## config.mk

```make
export PLATFORM = sky130hd
export DESIGN_NAME = arc4_param_flat
export DESIGN_NICKNAME = d
export VERILOG_FILES = /design/src/rtl/arc4_param_if.sv /design/src/rtl/arc4_param.sv /design/src/flat_wrapper.sv
export SDC_FILE = /design/constraint.sdc
export NUM_CORES = 2
export LEC_CHECK = 0
export CORE_ASPECT_RATIO = 1.4
export CORE_MARGIN = 2
export CORE_UTILIZATION = 31
export CTS_BUF_LIST = sky130_fd_sc_hd__clkbuf_4
export DETAILED_ROUTE_END_ITERATION = 8
export SLEW_MARGIN = 30
export SYNTH_ARGS = -nofsm -noshare
export SYNTH_HDL_FRONTEND = slang
export SYNTH_SLANG_ARGS = --single-unit
```

## constraint.sdc

```tcl
create_clock -name clk -period 5.9 [get_ports clk]
set_input_delay 1.77 -clock clk [delete_from_list [all_inputs] [get_ports clk]]
set_output_delay 1.77 -clock clk [all_outputs]
set_load 0.005 [all_outputs]
```

## src/rtl/arc4_param_if.sv

```systemverilog
// arc4_param_if: bundle between the ARC4 decryptor, its key-search controller
// and the two message RAMs.
//   en/key    - start request and key from the controller
//   rdy       - decryptor idle and able to take en
//   ct_*      - CT RAM read port (ct_rddata valid the cycle after ct_addr)
//   pt_*      - PT RAM write port (one write per cycle with pt_wren high)
// KEY_BYTES must match the KEY_BYTES of the attached arc4_param.
interface arc4_param_if #(
  parameter int KEY_BYTES = 3
);
  logic                   en;
  logic                   rdy;
  logic [8*KEY_BYTES-1:0] key;
  logic [7:0]             ct_addr;
  logic [7:0]             ct_rddata;
  logic [7:0]             pt_addr;
  logic [7:0]             pt_wrdata;
  logic                   pt_wren;

  // Controller / RAM side.
  modport master (
    output en, key, ct_rddata,
    input  rdy, ct_addr, pt_addr, pt_wrdata, pt_wren
  );

  // Decryptor side.
  modport slave (
    input  en, key, ct_rddata,
    output rdy, ct_addr, pt_addr, pt_wrdata, pt_wren
  );
endinterface

```

## src/rtl/arc4_param.sv

```systemverilog
// arc4_param: parametrised ARC4 (RC4-dropN) stream decryptor.
// Reads a length-prefixed ciphertext from the CT RAM and writes the
// length-prefixed plaintext to the PT RAM. The 256-byte S-box is held
// internally with one write per cycle, so a swap takes two cycles.
// Ports:
//   clk    - system clock, rising edge
//   rst_n  - asynchronous active-low reset
//   bus    - arc4_param_if.slave (en, rdy, key, ct_addr, ct_rddata,
//            pt_addr, pt_wrdata, pt_wren)
// Parameters:
//   KEY_BYTES - key length 1..32; key byte k = key[8*(KEY_BYTES-k)-1 -: 8]
//   DROP_N    - keystream bytes discarded before decryption, 0..1023
module arc4_param #(
  parameter int KEY_BYTES = 3,
  parameter int DROP_N    = 0
) (
  input  logic         clk,
  input  logic         rst_n,
  arc4_param_if.slave  bus
);

  localparam logic [4:0] KIDX_LAST = 5'(KEY_BYTES - 1);
  localparam logic       DROP_EN   = (DROP_N != 0);
  localparam logic [9:0] DROP_LAST = (DROP_N == 0) ? 10'd0 : 10'(DROP_N - 1);

  typedef enum logic [2:0] {
    ST_IDLE = 3'd0,
    ST_INIT = 3'd1,
    ST_KSA  = 3'd2,
    ST_DROP = 3'd3,
    ST_LEN  = 3'd4,
    ST_PRGA = 3'd5,
    ST_DONE = 3'd6
  } state_e;

  state_e state_q, state_d;

  logic [7:0]             i_q, i_d;
  logic [7:0]             j_q, j_d;
  logic [1:0]             ph_q, ph_d;      // sub-step within a KSA/PRGA step
  logic [4:0]             kidx_q, kidx_d;  // i mod KEY_BYTES, wrapping counter
  logic [9:0]             drop_q, drop_d;
  logic [7:0]             si_q, si_d;      // S[i] captured before the swap
  logic [7:0]             sj_q, sj_d;      // S[j] captured before the swap
  logic [7:0]             len_q, len_d;
  logic [7:0]             k_q, k_d;        // current plaintext byte index
  logic [8*KEY_BYTES-1:0] key_q, key_d;
  logic                   rdy_q, rdy_d;
  logic [7:0]             ct_addr_q, ct_addr_d;
  logic [7:0]             pt_addr_q, pt_addr_d;
  logic [7:0]             pt_wrdata_q, pt_wrdata_d;
  logic                   pt_wren_q, pt_wren_d;

  logic [7:0] s_mem [256];
  logic       s_we_s;
  logic [7:0] s_waddr_s;
  logic [7:0] s_wdata_s;
  logic [7:0] key_byte_s;
  logic [7:0] i_inc_s;
  logic [7:0] pad_idx_s;

  assign i_inc_s   = i_q + 8'd1;
  // After the swap S[i]+S[j] equals the pre-swap S[j]+S[i].
  assign pad_idx_s = si_q + sj_q;

  // Key byte selected by the wrapping key index.
  always_comb begin
    key_byte_s = 8'h00;
    for (int b = 0; b < KEY_BYTES; b++) begin
      key_byte_s = key_byte_s |
                   ((kidx_q == 5'(b)) ? key_q[8*(KEY_BYTES-b)-1 -: 8] : 8'h00);
    end
  end

  // FSM state register.
  always_ff @(posedge clk or negedge rst_n) begin
    if (!rst_n) begin
      state_q <= ST_IDLE;
    end else begin
      state_q <= state_d;
    end
  end

  // FSM next-state logic.
  always_comb begin
    state_d = state_q;
    case (state_q)
      ST_IDLE: state_d = bus.en ? ST_INIT : ST_IDLE;
      ST_INIT: state_d = (i_q == 8'hFF) ? ST_KSA : ST_INIT;
      ST_KSA: begin
        if (ph_q == 2'd2 && i_q == 8'hFF) begin
          state_d = DROP_EN ? ST_DROP : ST_LEN;
        end else begin
          state_d = ST_KSA;
        end
      end
      ST_DROP: state_d = (ph_q == 2'd2 && drop_q == DROP_LAST) ? ST_LEN : ST_DROP;
      ST_LEN:  state_d = (bus.ct_rddata == 8'd0) ? ST_DONE : ST_PRGA;
      ST_PRGA: state_d = (ph_q == 2'd3 && k_q == len_q) ? ST_DONE : ST_PRGA;
      ST_DONE: state_d = ST_IDLE;
      default: state_d = ST_IDLE;
    endcase
  end

  // FSM output / datapath next-value logic.
  always_comb begin
    i_d         = i_q;
    j_d         = j_q;
    ph_d        = ph_q;
    kidx_d      = kidx_q;
    drop_d      = drop_q;
    si_d        = si_q;
    sj_d        = sj_q;
    len_d       = len_q;
    k_d         = k_q;
    key_d       = key_q;
    rdy_d       = rdy_q;
    ct_addr_d   = ct_addr_q;
    pt_addr_d   = pt_addr_q;
    pt_wrdata_d = pt_wrdata_q;
    pt_wren_d   = 1'b0;
    s_we_s      = 1'b0;
    s_waddr_s   = i_q;
    s_wdata_s   = 8'h00;
    case (state_q)
      ST_IDLE: begin
        if (bus.en) begin
          key_d     = bus.key;
          rdy_d     = 1'b0;
          ct_addr_d = 8'd0;
          i_d       = 8'd0;
          j_d       = 8'd0;
          ph_d      = 2'd0;
          kidx_d    = 5'd0;
          drop_d    = 10'd0;
        end else begin
          rdy_d = 1'b1;
        end
      end
      ST_INIT: begin
        s_we_s    = 1'b1;
        s_waddr_s = i_q;
        s_wdata_s = i_q;
        i_d       = i_inc_s;  // wraps to 0 ready for KSA
        j_d       = 8'd0;
        kidx_d    = 5'd0;
        ph_d      = 2'd0;
      end
      ST_KSA: begin
        case (ph_q)
          2'd0: begin
            si_d = s_mem[i_q];
            j_d  = j_q + s_mem[i_q] + key_byte_s;
            ph_d = 2'd1;
          end
          2'd1: begin
            s_we_s    = 1'b1;
            s_waddr_s = i_q;
            s_wdata_s = s_mem[j_q];
            ph_d      = 2'd2;
          end
          2'd2: begin
            s_we_s    = 1'b1;
            s_waddr_s = j_q;
            s_wdata_s = si_q;
            ph_d      = 2'd0;
            i_d       = i_inc_s;
            kidx_d    = (kidx_q == KIDX_LAST) ? 5'd0 : kidx_q + 5'd1;
            // Last step: i wraps to 0 and j restarts for the keystream.
            j_d       = (i_q == 8'hFF) ? 8'd0 : j_q;
          end
          default: ph_d = 2'd0;
        endcase
      end
      ST_DROP, ST_PRGA: begin
        case (ph_q)
          2'd0: begin
            i_d  = i_inc_s;
            si_d = s_mem[i_inc_s];
            j_d  = j_q + s_mem[i_inc_s];
            ph_d = 2'd1;
          end
          2'd1: begin
            sj_d      = s_mem[j_q];
            s_we_s    = 1'b1;
            s_waddr_s = i_q;
            s_wdata_s = s_mem[j_q];
            ph_d      = 2'd2;
          end
          2'd2: begin
            s_we_s    = 1'b1;
            s_waddr_s = j_q;
            s_wdata_s = si_q;
            if (state_q == ST_DROP) begin
              ph_d   = 2'd0;
              drop_d = drop_q + 10'd1;
            end else begin
              ph_d   = 2'd3;
            end
          end
          2'd3: begin
            pt_wren_d   = 1'b1;
            pt_addr_d   = k_q;
            pt_wrdata_d = bus.ct_rddata ^ s_mem[pad_idx_s];
            ph_d        = 2'd0;
            // Hold the last address so reads never pass L and k never wraps.
            if (k_q == len_q) begin
              k_d       = k_q;
              ct_addr_d = ct_addr_q;
            end else begin
              k_d       = k_q + 8'd1;
              ct_addr_d = k_q + 8'd1;
            end
          end
          default: ph_d = 2'd0;
        endcase
      end
      ST_LEN: begin
        len_d       = bus.ct_rddata;
        pt_wren_d   = 1'b1;
        pt_addr_d   = 8'd0;
        pt_wrdata_d = bus.ct_rddata;
        k_d         = 8'd1;
        ph_d        = 2'd0;
        ct_addr_d   = (bus.ct_rddata == 8'd0) ? 8'd0 : 8'd1;
      end
      ST_DONE: rdy_d = 1'b1;  // the final PT write commits on this edge
      default: rdy_d = 1'b1;
    endcase
  end

  // Datapath and output registers.
  always_ff @(posedge clk or negedge rst_n) begin
    if (!rst_n) begin
      i_q         <= 8'd0;
      j_q         <= 8'd0;
      ph_q        <= 2'd0;
      kidx_q      <= 5'd0;
      drop_q      <= 10'd0;
      si_q        <= 8'd0;
      sj_q        <= 8'd0;
      len_q       <= 8'd0;
      k_q         <= 8'd0;
      key_q       <= '0;
      rdy_q       <= 1'b1;
      ct_addr_q   <= 8'd0;
      pt_addr_q   <= 8'd0;
      pt_wrdata_q <= 8'd0;
      pt_wren_q   <= 1'b0;
    end else begin
      i_q         <= i_d;
      j_q         <= j_d;
      ph_q        <= ph_d;
      kidx_q      <= kidx_d;
      drop_q      <= drop_d;
      si_q        <= si_d;
      sj_q        <= sj_d;
      len_q       <= len_d;
      k_q         <= k_d;
      key_q       <= key_d;
      rdy_q       <= rdy_d;
      ct_addr_q   <= ct_addr_d;
      pt_addr_q   <= pt_addr_d;
      pt_wrdata_q <= pt_wrdata_d;
      pt_wren_q   <= pt_wren_d;
    end
  end

  // S-box storage; contents are rewritten by INIT so no reset is needed.
  always_ff @(posedge clk) begin
    if (s_we_s) begin
      s_mem[s_waddr_s] <= s_wdata_s;
    end
  end

  assign bus.rdy       = rdy_q;
  assign bus.ct_addr   = ct_addr_q;
  assign bus.pt_addr   = pt_addr_q;
  assign bus.pt_wrdata = pt_wrdata_q;
  assign bus.pt_wren   = pt_wren_q;

endmodule
```

## src/flat_wrapper.sv

```systemverilog
// flat-port wrapper written by rule: the top's interface ports become plain ports
module arc4_param_flat 
#(
  parameter int KEY_BYTES = 3,
  parameter int DROP_N    = 0
)
  (clk, rst_n, bus_en, bus_key, bus_ct_rddata, bus_rdy, bus_ct_addr, bus_pt_addr, bus_pt_wrdata, bus_pt_wren);
  arc4_param_if #(.KEY_BYTES(KEY_BYTES)) bus_i ();
  input  logic clk;
  input  logic rst_n;
  input wire logic [$bits(bus_i.en)-1:0] bus_en;
  input wire logic [$bits(bus_i.key)-1:0] bus_key;
  input wire logic [$bits(bus_i.ct_rddata)-1:0] bus_ct_rddata;
  output wire logic [$bits(bus_i.rdy)-1:0] bus_rdy;
  output wire logic [$bits(bus_i.ct_addr)-1:0] bus_ct_addr;
  output wire logic [$bits(bus_i.pt_addr)-1:0] bus_pt_addr;
  output wire logic [$bits(bus_i.pt_wrdata)-1:0] bus_pt_wrdata;
  output wire logic [$bits(bus_i.pt_wren)-1:0] bus_pt_wren;
  assign bus_i.en = bus_en;
  assign bus_i.key = bus_key;
  assign bus_i.ct_rddata = bus_ct_rddata;
  assign bus_rdy = bus_i.rdy;
  assign bus_ct_addr = bus_i.ct_addr;
  assign bus_pt_addr = bus_i.pt_addr;
  assign bus_pt_wrdata = bus_i.pt_wrdata;
  assign bus_pt_wren = bus_i.pt_wren;
  arc4_param #(.KEY_BYTES(KEY_BYTES), .DROP_N(DROP_N)) u_core (.clk(clk), .rst_n(rst_n), .bus(bus_i));
endmodule
```

### The clock network

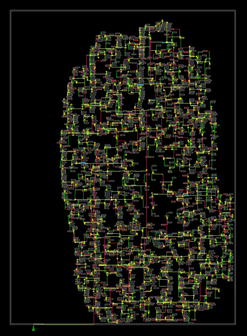
clk latency late pin: 1.51 ns
clk pwr: 0.0137 W
number of clock buffers in the layout: 748
CTS Buf Count: 561
Clock Skews: 0.147 ns

### Metal layers overlaid

Only two layers are drawn.
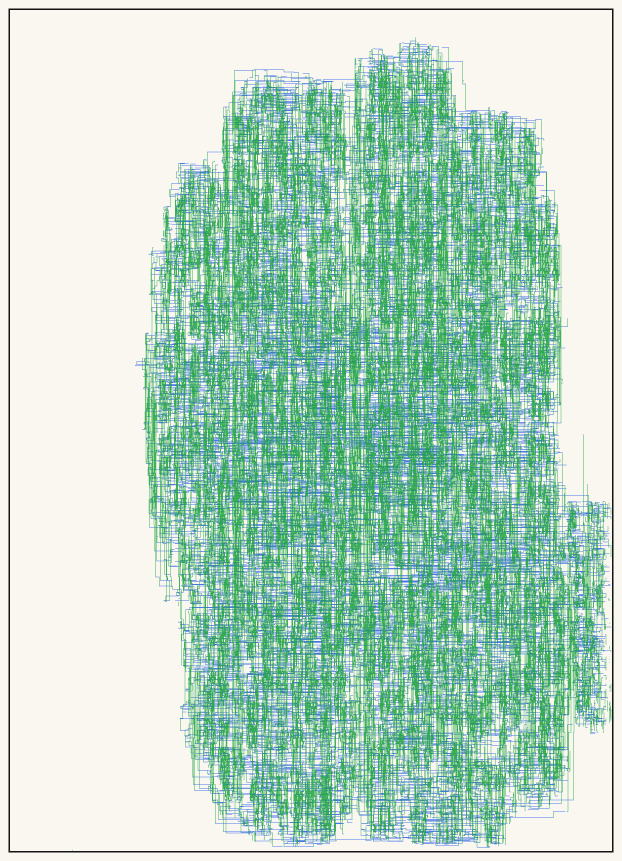
M1 -> blue  # wire length 174 mm
M2 -> green  # wire length 274 mm
via count: 93000
total wire length: 571000 um

==> ci_impl_report.md <==
## Implementation flow summary

| Metric | Value |
|---|---|
| Critical path origin | `u_core.i_q[1]` |
| Die height | `783 um` |
| Leading area contributor after synthesis | `edfxtp_1` |
| Detailed placer's ending HPWL | `400000 um` |
| DR WL met2 | `274000 um` |
| Mux share | `0.432` |
| WL per Instance | `40.4 um` |
| Startpoint types | `register` |
| Yosys cell count | `7094` |
| Adders+Majority by Area | `0.00456` |
| FF+latch area | `0.0645 sq mm` |
| Core Density at Floorplan | `0.311` |
| Cycle use final | `0.995` |
| Gr usage total | `0.254` |
| Yosys aoi share | `0.0282` |
| Post-synth EDFFs | `2048` |
| Fin Hold WS | `0.375 ns` |
| Status | `finished clean` |
| Relative slew slack | `0.263` |
| Initial antenna violation count | `45` |
| Post-CTS Setup Repair Bufs | `7` |
| First-pass GRT wire length | `775000 um` |
| Ports | `61` |
| Largest net degree at the start of global routing | `127` |
| Max reg flops | `2048` |
| Psw | `0.00700 W` |
| Die X | `561 um` |
| Register bit total from synthesis | `2166` |
| N_diodes | `55` |
| CP max stage cell | `mux4_2` |
### Layout detail

Region (120, 567) to (160, 607) um. Cells in grey, sequential cells in the stronger grey; small squares are vias.
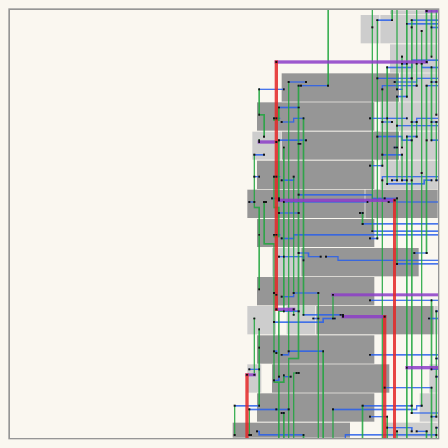
M4 -> red
M3 -> purple
M2 -> green
M1 -> blue
cells with their middle in the window = 25
most frequent = edfxtp_1 (14), mux4_2 (5), clkbuf_4 (4)
netlist names of flops here include = u_core.s_mem (14)
sequential cells in the window = 14

### Sequential cells coloured by netlist name

Bar = 200 um. Other sequential cells in the stronger grey, the rest of the logic in the fainter grey.
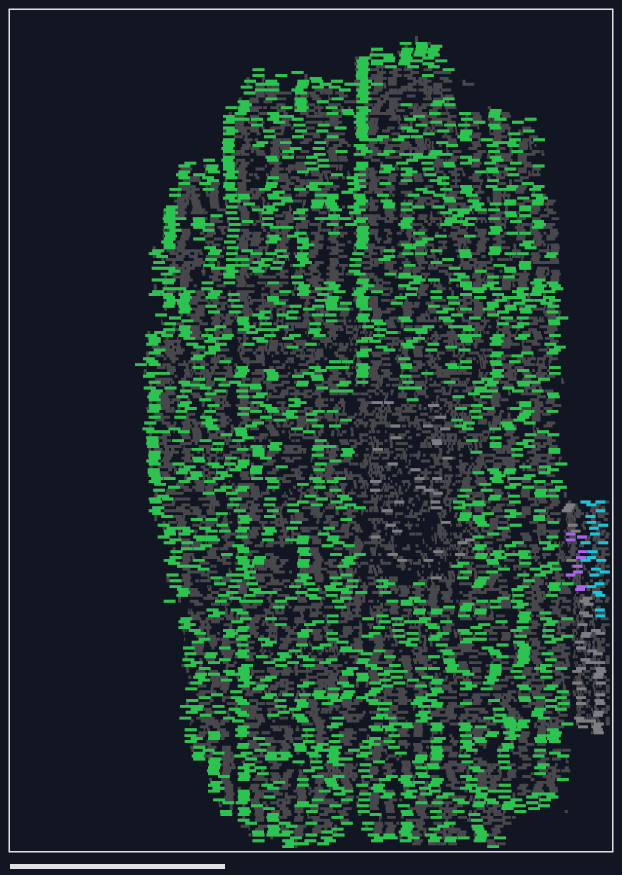
u_core.s_mem -> green  # flops 2048
u_core.key_q -> cyan  # flops 24
u_core.drop_q -> purple  # flops 10
not coloured = 84

stage by stage:
step                 util  total power [W]  area, sq um  setup TNS [ns]
finish              0.359           0.0303       156000               0
global route        0.359           0.0311       155000               0
CTS                 0.358           0.0305       155000               0
detailed placement  0.341           0.0169       148000          -0.689
global placement    0.341           0.0169       148000           -1.88
floorplan               -           0.0169       134000               0
worst max-delay path by stage:
| stage | end | slack [ns] | cells past startpoint |
|---|---|---|---|
| 6_report | u_core.j_q[7] | 0.03 | 23 |
| 3_5_place_dp | u_core.j_q[7] | -0.38 | 21 |
| 2_1_floorplan | u_core.s_mem[0][7] | 0.12 | 11 |
| 3_3_place_gp | u_core.j_q[7] | -0.83 | 20 |
| 5_1_grt | u_core.j_q[7] | 0.006 | 25 |
| 4_1_cts | u_core.j_q[7] | 0.04 | 21 |
Power is estimated from default activity; no workload was simulated.
